[src/rtl/qsfp_monitor_scanner_if.sv]
// qsfp_monitor_scanner_if: shadow-buffer read port, scan triggers and monitor-word stream of the QSFP scanner
interface qsfp_monitor_scanner_if #(
  parameter int QSFP_COUNT = 2
);
  localparam int MW = $clog2(QSFP_COUNT);
  logic start;
  logic updated;
  logic [MW+7:0] readAddress;
  logic [7:0] readData;
  logic freeze;
  logic [15:0] out_data;
  logic [MW-1:0] out_module;
  logic [2:0] out_item;
  logic out_valid;
  logic out_ready;
  logic out_last;
  logic busy;
  logic [15:0] scan_count;
  modport master (
    input start, updated, readData, out_ready,
    output readAddress, freeze, out_data, out_module, out_item, out_valid, out_last, busy, scan_count
  );
  modport slave (
    output start, updated, readData, out_ready,
    input readAddress, freeze, out_data, out_module, out_item, out_valid, out_last, busy, scan_count
  );
endinterface

[src/rtl/qsfp_monitor_scanner.sv]
// qsfp_monitor_scanner: reads SFF-8636 monitor words from a frozen QSFP shadow buffer and streams them out
// QSFP_SCAN_RXPOWER_EN adds the four RX power words (items 2-5) per module
module qsfp_monitor_scanner #(
  parameter int QSFP_COUNT = 2,
  parameter int READ_LATENCY = 1
) (
  input logic clk,
  input logic reset,
  qsfp_monitor_scanner_if.master bus
);
  localparam int MW = $clog2(QSFP_COUNT);
  localparam logic [1:0] LAT_MAX = 2'(READ_LATENCY - 1);
  localparam logic [MW-1:0] LAST_MOD = MW'(QSFP_COUNT - 1);
`ifdef QSFP_SCAN_RXPOWER_EN
  localparam logic [2:0] LAST_ITEM = 3'd5;
`else
  localparam logic [2:0] LAST_ITEM = 3'd1;
`endif
  typedef enum logic [2:0] {IDLE, FREEZE, ADDR_HI, WAIT_HI, ADDR_LO, WAIT_LO, EMIT, DONE} state_t;
  state_t state_q, state_d;
  logic [MW-1:0] mod_q, mod_d, nxt_mod;
  logic [2:0] item_q, item_d, nxt_item;
  logic [1:0] lat_q, lat_d;
  logic [MW+7:0] addr_q, addr_d;
  logic [15:0] data_q, data_d, scan_count_q, scan_count_d;
  logic freeze_q, freeze_d, valid_q, valid_d, last_q, last_d, busy_q, busy_d;
  logic pend_q, pend_d, upd_q, upd_d, edge_w, lat_done;
  // high byte address of each word; the low byte always sits at the next (odd) address
  function automatic logic [7:0] item_addr(input logic [2:0] i);
`ifdef QSFP_SCAN_RXPOWER_EN
    return i == 3'd0 ? 8'd22 : i == 3'd1 ? 8'd26 : 8'd30 + {4'd0, i, 1'b0};
`else
    return i[0] ? 8'd26 : 8'd22;
`endif
  endfunction
  always_comb begin
    edge_w = bus.updated & ~upd_q;
    lat_done = lat_q == LAT_MAX;
    nxt_item = item_q == LAST_ITEM ? 3'd0 : item_q + 3'd1;
    nxt_mod = item_q == LAST_ITEM ? mod_q + 1'b1 : mod_q;
    state_d = state_q;
    mod_d = mod_q;
    item_d = item_q;
    lat_d = lat_q;
    addr_d = addr_q;
    data_d = data_q;
    freeze_d = freeze_q;
    valid_d = valid_q;
    last_d = last_q;
    scan_count_d = scan_count_q;
    upd_d = bus.updated;
    pend_d = pend_q | (edge_w & (state_q != IDLE));
    case (state_q)
      IDLE: if (bus.start | edge_w) begin
        state_d = FREEZE;
        freeze_d = 1'b1;
      end
      FREEZE: begin
        state_d = ADDR_HI;
        mod_d = '0;
        item_d = '0;
        addr_d = {MW'(0), item_addr(3'd0)};
      end
      ADDR_HI: begin
        state_d = WAIT_HI;
        lat_d = '0;
      end
      WAIT_HI: if (lat_done) begin
        data_d[15:8] = bus.readData;
        addr_d[0] = 1'b1;
        state_d = ADDR_LO;
      end else lat_d = lat_q + 2'd1;
      ADDR_LO: begin
        state_d = WAIT_LO;
        lat_d = '0;
      end
      WAIT_LO: if (lat_done) begin
        data_d[7:0] = bus.readData;
        valid_d = 1'b1;
        last_d = mod_q == LAST_MOD && item_q == LAST_ITEM;
        state_d = EMIT;
      end else lat_d = lat_q + 2'd1;
      EMIT: if (bus.out_ready) begin
        valid_d = 1'b0;
        last_d = 1'b0;
        if (last_q) begin
          state_d = DONE;
          freeze_d = 1'b0;
          scan_count_d = scan_count_q + 16'd1;
        end else begin
          state_d = ADDR_HI;
          mod_d = nxt_mod;
          item_d = nxt_item;
          addr_d = {nxt_mod, item_addr(nxt_item)};
        end
      end
      DONE: begin
        state_d = pend_d ? FREEZE : IDLE;
        freeze_d = pend_d;
        pend_d = 1'b0;
      end
      default: state_d = IDLE;
    endcase
    busy_d = state_d != IDLE;
  end
  always_ff @(posedge clk)
    if (reset) begin
      state_q <= IDLE;
      mod_q <= '0;
      item_q <= '0;
      lat_q <= '0;
      addr_q <= '0;
      data_q <= '0;
      freeze_q <= 1'b0;
      valid_q <= 1'b0;
      last_q <= 1'b0;
      busy_q <= 1'b0;
      scan_count_q <= '0;
      pend_q <= 1'b0;
      upd_q <= 1'b0;
    end else begin
      state_q <= state_d;
      mod_q <= mod_d;
      item_q <= item_d;
      lat_q <= lat_d;
      addr_q <= addr_d;
      data_q <= data_d;
      freeze_q <= freeze_d;
      valid_q <= valid_d;
      last_q <= last_d;
      busy_q <= busy_d;
      scan_count_q <= scan_count_d;
      pend_q <= pend_d;
      upd_q <= upd_d;
    end
  assign bus.readAddress = addr_q;
  assign bus.freeze = freeze_q;
  assign bus.out_data = data_q;
  assign bus.out_module = mod_q;
  assign bus.out_item = item_q;
  assign bus.out_valid = valid_q;
  assign bus.out_last = last_q;
  assign bus.busy = busy_q;
  assign bus.scan_count = scan_count_q;
endmodule

[src/flat_wrapper.sv]
// flat-port wrapper written by rule: the top's interface ports become plain ports
module qsfp_monitor_scanner_flat 
#(
  parameter int QSFP_COUNT = 2,
  parameter int READ_LATENCY = 1
)
  (clk, reset, bus_start, bus_updated, bus_readData, bus_out_ready, bus_readAddress, bus_freeze, bus_out_data, bus_out_module, bus_out_item, bus_out_valid, bus_out_last, bus_busy, bus_scan_count);
  qsfp_monitor_scanner_if #(.QSFP_COUNT(QSFP_COUNT)) bus_i ();
  input logic clk;
  input logic reset;
  input wire logic [$bits(bus_i.start)-1:0] bus_start;
  input wire logic [$bits(bus_i.updated)-1:0] bus_updated;
  input wire logic [$bits(bus_i.readData)-1:0] bus_readData;
  input wire logic [$bits(bus_i.out_ready)-1:0] bus_out_ready;
  output wire logic [$bits(bus_i.readAddress)-1:0] bus_readAddress;
  output wire logic [$bits(bus_i.freeze)-1:0] bus_freeze;
  output wire logic [$bits(bus_i.out_data)-1:0] bus_out_data;
  output wire logic [$bits(bus_i.out_module)-1:0] bus_out_module;
  output wire logic [$bits(bus_i.out_item)-1:0] bus_out_item;
  output wire logic [$bits(bus_i.out_valid)-1:0] bus_out_valid;
  output wire logic [$bits(bus_i.out_last)-1:0] bus_out_last;
  output wire logic [$bits(bus_i.busy)-1:0] bus_busy;
  output wire logic [$bits(bus_i.scan_count)-1:0] bus_scan_count;
  assign bus_i.start = bus_start;
  assign bus_i.updated = bus_updated;
  assign bus_i.readData = bus_readData;
  assign bus_i.out_ready = bus_out_ready;
  assign bus_readAddress = bus_i.readAddress;
  assign bus_freeze = bus_i.freeze;
  assign bus_out_data = bus_i.out_data;
  assign bus_out_module = bus_i.out_module;
  assign bus_out_item = bus_i.out_item;
  assign bus_out_valid = bus_i.out_valid;
  assign bus_out_last = bus_i.out_last;
  assign bus_busy = bus_i.busy;
  assign bus_scan_count = bus_i.scan_count;
  qsfp_monitor_scanner #(.QSFP_COUNT(QSFP_COUNT), .READ_LATENCY(READ_LATENCY)) u_core (.clk(clk), .reset(reset), .bus(bus_i));
endmodule
[config.mk]
export PLATFORM = sky130hd
export DESIGN_NAME = qsfp_monitor_scanner_flat
export DESIGN_NICKNAME = d
export VERILOG_FILES = /design/src/rtl/qsfp_monitor_scanner_if.sv /design/src/rtl/qsfp_monitor_scanner.sv /design/src/flat_wrapper.sv
export SDC_FILE = /design/constraint.sdc
export NUM_CORES = 1
export LEC_CHECK = 0
export CELL_PAD_IN_SITES_DETAIL_PLACEMENT = 2
export CELL_PAD_IN_SITES_GLOBAL_PLACEMENT = 2
export CORE_ASPECT_RATIO = 1.75
export CORE_MARGIN = 2
export CORE_UTILIZATION = 25
export CTS_CLUSTER_DIAMETER = 150
export DETAILED_ROUTE_END_ITERATION = 7
export PLACE_DENSITY = 0.78
export SETUP_SLACK_MARGIN = 0.5
export SYNTH_ARGS = -nofsm -noshare
export SYNTH_HDL_FRONTEND = slang
export SYNTH_SLANG_ARGS = --single-unit
[constraint.sdc]
create_clock -name clk -period 1.5 [get_ports clk]
set_input_delay 0.3 -clock clk [delete_from_list [all_inputs] [get_ports clk]]
set_output_delay 0.3 -clock clk [all_outputs]
set_load 0.005 [all_outputs]
Fig. 1: run 1, clock network drawn from the DEF
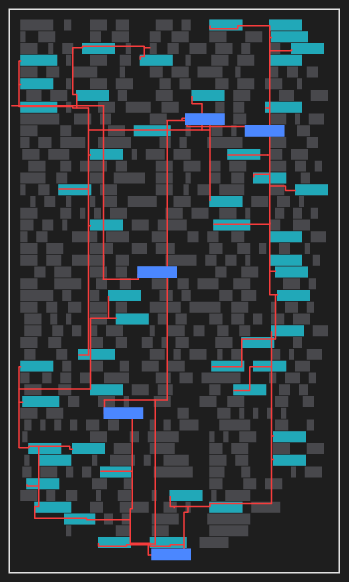
[clock wires] red | length: 836 µm
[clock-net drivers] blue | count: 5
[flip-flops] cyan | count: 50
flops lie	spread over the die

Fig. 2: run 1, cells by drive strength
Scale bar: 20 µm.
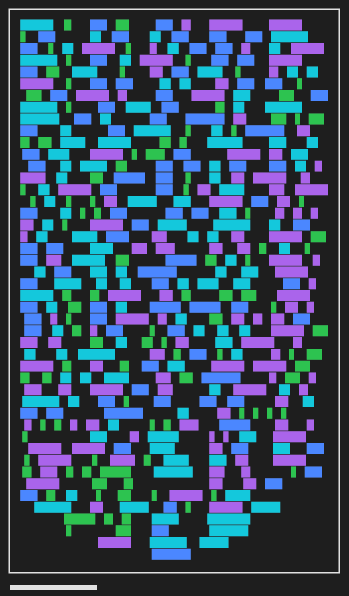
size	colour	cells
x3 and x4	cyan	111
x6 and larger	blue	90
x1 and smaller	green	103
x2	purple	113

Fig. 3: run 1, where the registers sit
Scale bar: 20 µm.
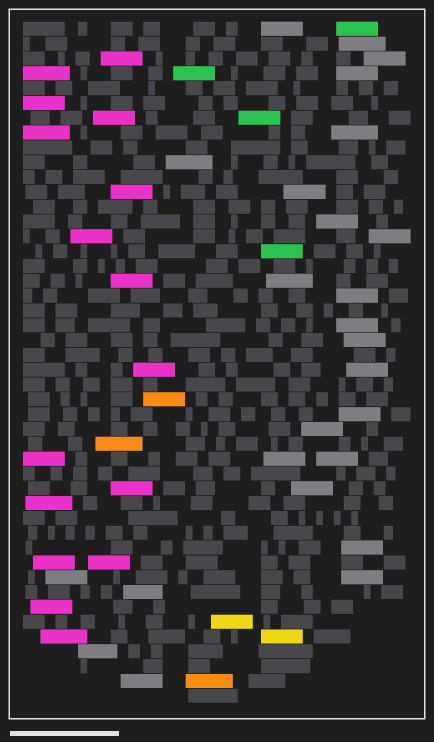
netlist name	colour	flops
`u_core.lat_q`	yellow	2
`u_core.bus.readAddress`	green	4
`u_core.state_q`	orange	3
`u_core.bus.scan_count`	magenta	16
not coloured	25

==> results.ini, run 1 <==
[logic_synthesis]
simple_gate_share_pct=28.9
synth.distinct_cells=47
yosysChipArea_mm2=0.00227
ys_top_cells_by_area=dfxtp_1, a21oi_1, nand2_1, nor2_1, xnor2_1
top_area_cell=dfxtp_1
adder_share_pct=1.66
ys_seq_elements=50
ys_sh_xor_pct=3.48
synth_area_mm2=0.00227
ys_async_sr_fraction_pct=0
ff_type=dfxtp_1
aoi_share_pct=12.5
topCombFamilyByArea=simple AND/OR/NAND/NOR gates
yosys_warnings=0
edf_count=0
ys_cells=266
synth_cells=266
ys_seq_share_pct=44.2
top_area_share_pct=44.2
avgSynthCellArea_um2=8.52
ys_sh_mux_pct=3.04

[floorplan]
taps=120
fp_util_pct=25.4
die_y_um=130
row_count=46
core-area_mm2=0.00892
io_pins=62
dieArea_mm2=0.00987
dieWidth_um=76.0

[finish]
diodes=0
buffers=161
comb_share_pct=37.0
final_cells=537
comb_cells=191
comb_area_mm2=0.00175
num-nonclk-inverters=7
final_area_mm2=0.00472
largest_cell_class=multi-input combinational cells
seq_share_pct=23.0
finalCoreUtilization_pct=52.9
nonClkBufAreaFrac_pct=33.2
layout_top_cell=buf_6
clockBufferCount=5
register_area_mm2=0.00109
nets=432
clkCellAreaFrac_pct=3.05
flops=50
layout_top_cells=buf_6, buf_4, dfxtp_2
fill_cells=890
drive_gt1_share_pct=75.3
synthToLayoutAreaGrowth_pct=108

[place]
pre_cts_slack_ns=-0.575
port_buffers=58
dp_hpwl_mm=5.71
placed_area_mm2=0.00324
placedCellCount=459
place.gp.congestion=0.760

[final_timing]
grt_setup_unrepaired=yes
final_hold_viol_count=0
finalSetupViolations=30
fin_hold_ws_ns=0.469
final.setup.tns_ns=-1.45
worst_slack_ns=-0.127
min_period_ns=1.63
tightest_slew_ns=0.622
fin_skew_ns=0.0100
final_max_slew_viol_count=0
fmax_ghz=0.615
period_used_pct=108
maxSlewHeadroom_pct=58.5

[power]
power_mw=3.34
comb_power_share_pct=22.0
p_seq_mw=1.40
switching_share_pct=29.3
ir_worst_vdd_v=0.000543
p_clk_share_pct=36.0
p_per_area_mw_per_mm2=707
p_int_mw=2.36
switching_power_uw=977
power_leader=registers
p_comb_uw=735
seqPwrFrac_pct=42.0
power_leakage_nw=2.04

[flow_run]
tool_warnings=29
max-cap-violations=0

[drt]
ant_nets=0
vias_per_cell=4.93
met3_length_um=354
dr_wl_met2_mm=8.07
drt_iter0_drc=78
route.detailed.drc=0
drt_pass1_iterations=4
wl_met1_mm=4.45
vias=2646
highest_layer=met4
wl_per_cell_um=25.1

[worst_setup_path]
path_class=reg2reg
r2r_cells=5
r2r_end=u_core.bus.scan_count[13]$_SDFFE_PP0P_
cp.arrival_ns=1.82
required_ns=1.69
worst-path-max-fanout=5
startpoint_type=flop
endpoint_kind=flop
ff2ff_setup_slack_ns=-0.13
r2r_start=u_core.bus.out_last$_SDFFE_PP0P_

[grt]
use_met2_pct=45.7
grt.total_usage_pct=21.8
antenna_found_initial=0
grt-busiest-layer=met2
met1_usage_pct=21.5
grt_pass1_vias=2865
grtUsageMet3_pct=2.42
grt_overflow_total=0
grt_start_max_net_pins=29
grt_pass1_wl_mm=16.5

[status]
status=complete, but fails checks
violations=negative setup slack

[clock_network]
clk-insertion-delay-late_ns=0.31
clk_path_buf_depth=2
cts.sinks=50
post_cts_buffers=49
cts_tree=built
cts_hold_buf=0
cts-root-buf=clkbuf_16
ctsResizeCount=337
cts_buffers=5
clkTransAtPathRegs_ns=0.07
htree_levels=2

[worst_hold_path]
holdPathEnd=u_core.bus.out_data[4]$_SDFFE_PP0P_
hp-start=u_core.bus.out_data[4]$_SDFFE_PP0P_
min_path_cells=2
hold_path_class=reg2reg

==> run 1: worst max-delay path by stage <==
stage                                startpoint                                      to  depth (start not counted)
3_3_place_gp                      bus_out_ready  u_core.bus.scan_count[11]$_SDFFE_PP0P_                          5
4_1_cts            u_core.state_q[0]$_SDFF_PP0_  u_core.bus.scan_count[12]$_SDFFE_PP0P_                          6
2_1_floorplan      u_core.state_q[0]$_SDFF_PP0_  u_core.bus.scan_count[11]$_SDFFE_PP0P_                          5
6_report       u_core.bus.out_last$_SDFFE_PP0P_  u_core.bus.scan_count[13]$_SDFFE_PP0P_                          5
3_5_place_dp                      bus_out_ready   u_core.bus.scan_count[7]$_SDFFE_PP0P_                          6
5_1_grt        u_core.bus.out_last$_SDFFE_PP0P_  u_core.bus.scan_count[13]$_SDFFE_PP0P_                          5
==> run 1: sequential cells by signal, indices dropped and copies added (netlist names) <==
name and count:
u_core.bus.out_data 16, u_core.bus.scan_count 16, u_core.bus.readAddress 4, u_core.bus.out_item 3, u_core.state_q 3, u_core.lat_q 2
u_core.bus.busy 1, u_core.bus.freeze 1, u_core.bus.out_last 1, u_core.bus.out_valid 1, u_core.pend_q 1, u_core.upd_q 1
==> run 1: synth_stat cells (all sizes together) (2+ instances only) <==
master and number:
dfxtp 50, nand2 42, a21oi 33, nor2 26, buf 14, nand3 11, inv 7, nor2b 7
nor3 7, xnor2 7, clkbuf 6, nand2b 6, mux2 4, nand4 4, nor3b 4, o21ai 4
a31o 3, ha 3, nor4 3, a22oi 2, and3b 2, mux2i 2, nand3b 2, nand4b 2
xor2 2
==> run 1: critical path: stages (launching register included) <==
cell,delay [ns]
dfxtp_4,0.39
nand4_1,0.22
nor4_4,0.33
buf_4,0.19
nand3_1,0.09
mux2_2,0.29
==> run 2: changes to the inputs <==
--- a/config.mk
+++ b/config.mk
@@ -8,9 +8,8 @@
 export CELL_PAD_IN_SITES_DETAIL_PLACEMENT = 2
 export CELL_PAD_IN_SITES_GLOBAL_PLACEMENT = 2
 export CORE_ASPECT_RATIO = 1.75
-export CORE_MARGIN = 2
 export CORE_UTILIZATION = 25
-export CTS_CLUSTER_DIAMETER = 150
+export CTS_CLUSTER_DIAMETER = 100
 export DETAILED_ROUTE_END_ITERATION = 7
 export PLACE_DENSITY = 0.78
 export SETUP_SLACK_MARGIN = 0.5
==> run 2 against run 1 <==
Net effect:
- the run still ends with negative setup slack left
- largest power group unchanged
- critical path type unchanged
- clock-buffer cell count up 3
- clock skew decreased by 0.0036 ns
- clock power is 9% higher
- wire length up 10%
- register-to-register slack worse by 0.14 ns
- hold slack improved by 0.011 ns
- design area is 3.0% higher
- combinational power is 3.5% higher
- global-route usage increased by 4.3 points
- first-iteration DRC count up 9.0%
- non-clock buffer count up 11
- critical endpoint is now u_core.bus.scan_count[14]$_SDFFE_PP0P_
==> results.ini, run 2 <==
[status]
status=complete, but fails checks  ; unchanged
violations=negative setup slack  ; unchanged

[final_timing]
fin_hold_ws_ns=0.480  ; was 0.469 ns
min_period_ns=1.77  ; was 1.63 ns
worst_slack_ns=-0.272  ; was -0.127 ns
finalSetupViolations=21  ; was 30
fmax_ghz=0.564  ; was 0.615 GHz
final.setup.tns_ns=-2.45  ; was -1.45 ns
final_hold_viol_count=0  ; unchanged
fin_skew_ns=0.00644  ; was 0.0100 ns
tightest_slew_ns=0.569  ; was 0.622 ns
grt_setup_unrepaired=yes  ; unchanged
maxSlewHeadroom_pct=62.1  ; was 58.5%

[finish]
comb_cells=191  ; unchanged
num-nonclk-inverters=7  ; unchanged
largest_cell_class=multi-input combinational cells  ; unchanged
comb_share_pct=35.6  ; was 37.0%
seq_share_pct=22.5  ; was 23.0%
fill_cells=855  ; was 890
register_area_mm2=0.00109  ; about the same
buffers=172  ; was 161
comb_area_mm2=0.00173  ; was 0.00175 mm²
flops=50  ; unchanged
layout_top_cell=buf_6  ; unchanged
nonClkBufAreaFrac_pct=34.9  ; was 33.2%
final_cells=545  ; was 537

[logic_synthesis]
yosysChipArea_mm2=0.00227  ; unchanged
synth_area_mm2=0.00227  ; unchanged
top_area_cell=dfxtp_1  ; unchanged
most_common_cell=dfxtp_1  ; unchanged
synth_cells=266  ; unchanged
edf_count=0  ; unchanged
ys_top_cells_by_area=dfxtp_1, a21oi_1, nand2_1, nor2_1, xnor2_1  ; unchanged
yosys_warnings=0  ; unchanged
ys_cells=266  ; unchanged
ys_seq_share_pct=44.2  ; unchanged
ys_async_sr_fraction_pct=0  ; unchanged

[clock_network]
cts_buffers=5  ; unchanged
clk_path_buf_depth=2  ; unchanged
cts_hold_buf=0  ; unchanged
clkTransAtPathRegs_ns=0.07  ; about the same
htree_levels=2  ; unchanged
cts-root-buf=clkbuf_16  ; unchanged

[drt]
drt_pass1_iterations=4  ; unchanged
highest_layer=met4  ; unchanged
vias=2778  ; was 2646
dr_wl_met2_mm=8.80  ; was 8.07 mm
drt_iter0_drc=85  ; was 78
wl_met1_mm=4.79  ; was 4.45 mm
wl_per_cell_um=27.3  ; was 25.1 µm
ant_nets=0  ; unchanged

[place]
place.gp.congestion=0.727  ; was 0.760
dp_hpwl_mm=5.41  ; was 5.71 mm
port_buffers=58  ; unchanged
placed_area_mm2=0.00329  ; was 0.00324 mm²
pre_cts_slack_ns=-0.491  ; was -0.575 ns

[flow_run]
tool_warnings=29  ; unchanged

[grt]
grt.total_usage_pct=26.1  ; was 21.8%
grtUsageMet3_pct=3.85  ; was 2.42%
met1_usage_pct=23.9  ; was 21.5%
grt-busiest-layer=met2  ; unchanged
use_met2_pct=53.8  ; was 45.7%

[worst_setup_path]
r2r_end=u_core.bus.scan_count[14]$_SDFFE_PP0P_  ; was u_core.bus.scan_count[13]$_SDFFE_PP0P_
path_class=reg2reg  ; unchanged
required_ns=1.68  ; was 1.69 ns
r2r_cells=6  ; was 5
cp_slowest_stage_delay_ns=0.48  ; was 0.39 ns
startpoint_type=flop  ; unchanged
cp.arrival_ns=1.96  ; was 1.82 ns
crit_chain=buf_6, nand4_4, nor4_4, buf_4, a21oi_2, a31o_2  ; was nand4_1, nor4_4, buf_4, nand3_1, mux2_2
r2r_start=u_core.bus.scan_count[3]$_SDFFE_PP0P_  ; was u_core.bus.out_last$_SDFFE_PP0P_
endpoint_kind=flop  ; unchanged

[floorplan]
row_count=45  ; was 46
core-area_mm2=0.00873  ; was 0.00892 mm²
dieWidth_um=74.0  ; was 76.0 µm
taps=117  ; was 120

[power]
power_leakage_nw=2.14  ; was 2.04 nW

[worst_hold_path]
holdPathEnd=u_core.bus.out_data[4]$_SDFFE_PP0P_  ; unchanged
min_path_cells=2  ; unchanged

## run 2: cell counts after synthesis
No cell type changed its count.
## run 2: timing repair
item / 4_1_cts / 5_1_grt
gates cloned: 1 / 0
pin swaps: 48 / 40
gates resized: 371 / 74
setup endpoints to repair: 95 / 95
setup buffers: 49 / 26
## run 2: logic make-up (layout without fill, tap and decap cells)
logic type | count (synthesis) | after routing | share of synthesized area (%)
other | 1 | 3 | 0.165
AND-OR/OR-AND | 49 | 49 | 12.5
AND/OR/NAND/NOR | 121 | 121 | 28.9
XOR/XNOR | 9 | 9 | 3.48
buffers and inverters | 27 | 187 | 6.07
multiplexers | 6 | 6 | 3.04
flip-flops | 50 | 50 | 44.2
adder cells (fa/ha/maj) | 3 | 3 | 1.66
## run 2: power breakdown
part           internal (mW)  switching [mW]  total [mW]
Combinational          0.372           0.389       0.761
Clock                  0.758           0.555        1.31
Sequential              1.35          0.0409        1.39
Total                   2.48           0.985        3.47
## run 2: worst max-delay path by stage
stage / start / to / slack (ns) / depth (start not counted)
global route: u_core.bus.scan_count[3]$_SDFFE_PP0P_ / u_core.bus.scan_count[14]$_SDFFE_PP0P_ / -0.32 / 6
finish: u_core.bus.scan_count[3]$_SDFFE_PP0P_ / u_core.bus.scan_count[14]$_SDFFE_PP0P_ / -0.27 / 6
CTS: u_core.bus.scan_count[0]$_SDFFE_PP0P_ / u_core.bus.scan_count[11]$_SDFFE_PP0P_ / -0.03 / 6
floorplan: u_core.state_q[0]$_SDFF_PP0_ / u_core.bus.scan_count[11]$_SDFFE_PP0P_ / -0.02 / 5
detailed placement: bus_out_ready / u_core.bus.scan_count[11]$_SDFFE_PP0P_ / -0.49 / 5
global placement: bus_out_ready / u_core.bus.scan_count[11]$_SDFFE_PP0P_ / -0.40 / 5
Fig. 4: run 2, clock network drawn from the DEF
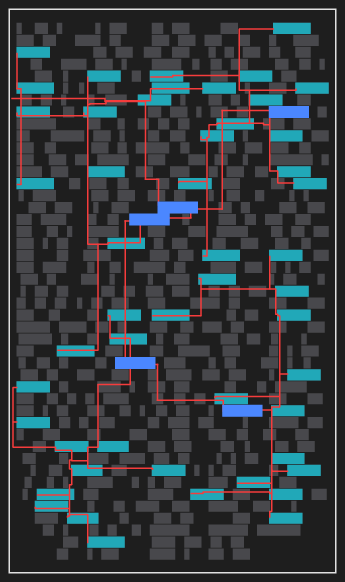
[flip-flops] cyan | count: 50
[clock wires] red | length: 795 µm
[clock-net drivers] blue | count: 5
flops lie	spread over the die

Fig. 5: run 2, cells by drive strength
Scale bar: 20 µm.
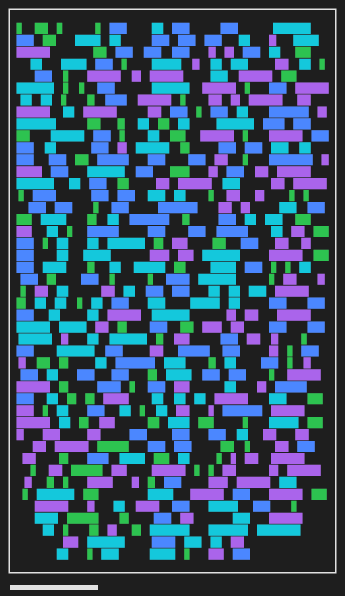
size	colour	cells
x1 and smaller	green	103
x6 and larger	blue	101
x3 and x4	cyan	112
x2	purple	112

Power figures rest on the tool's default switching activity, not on a simulated workload.
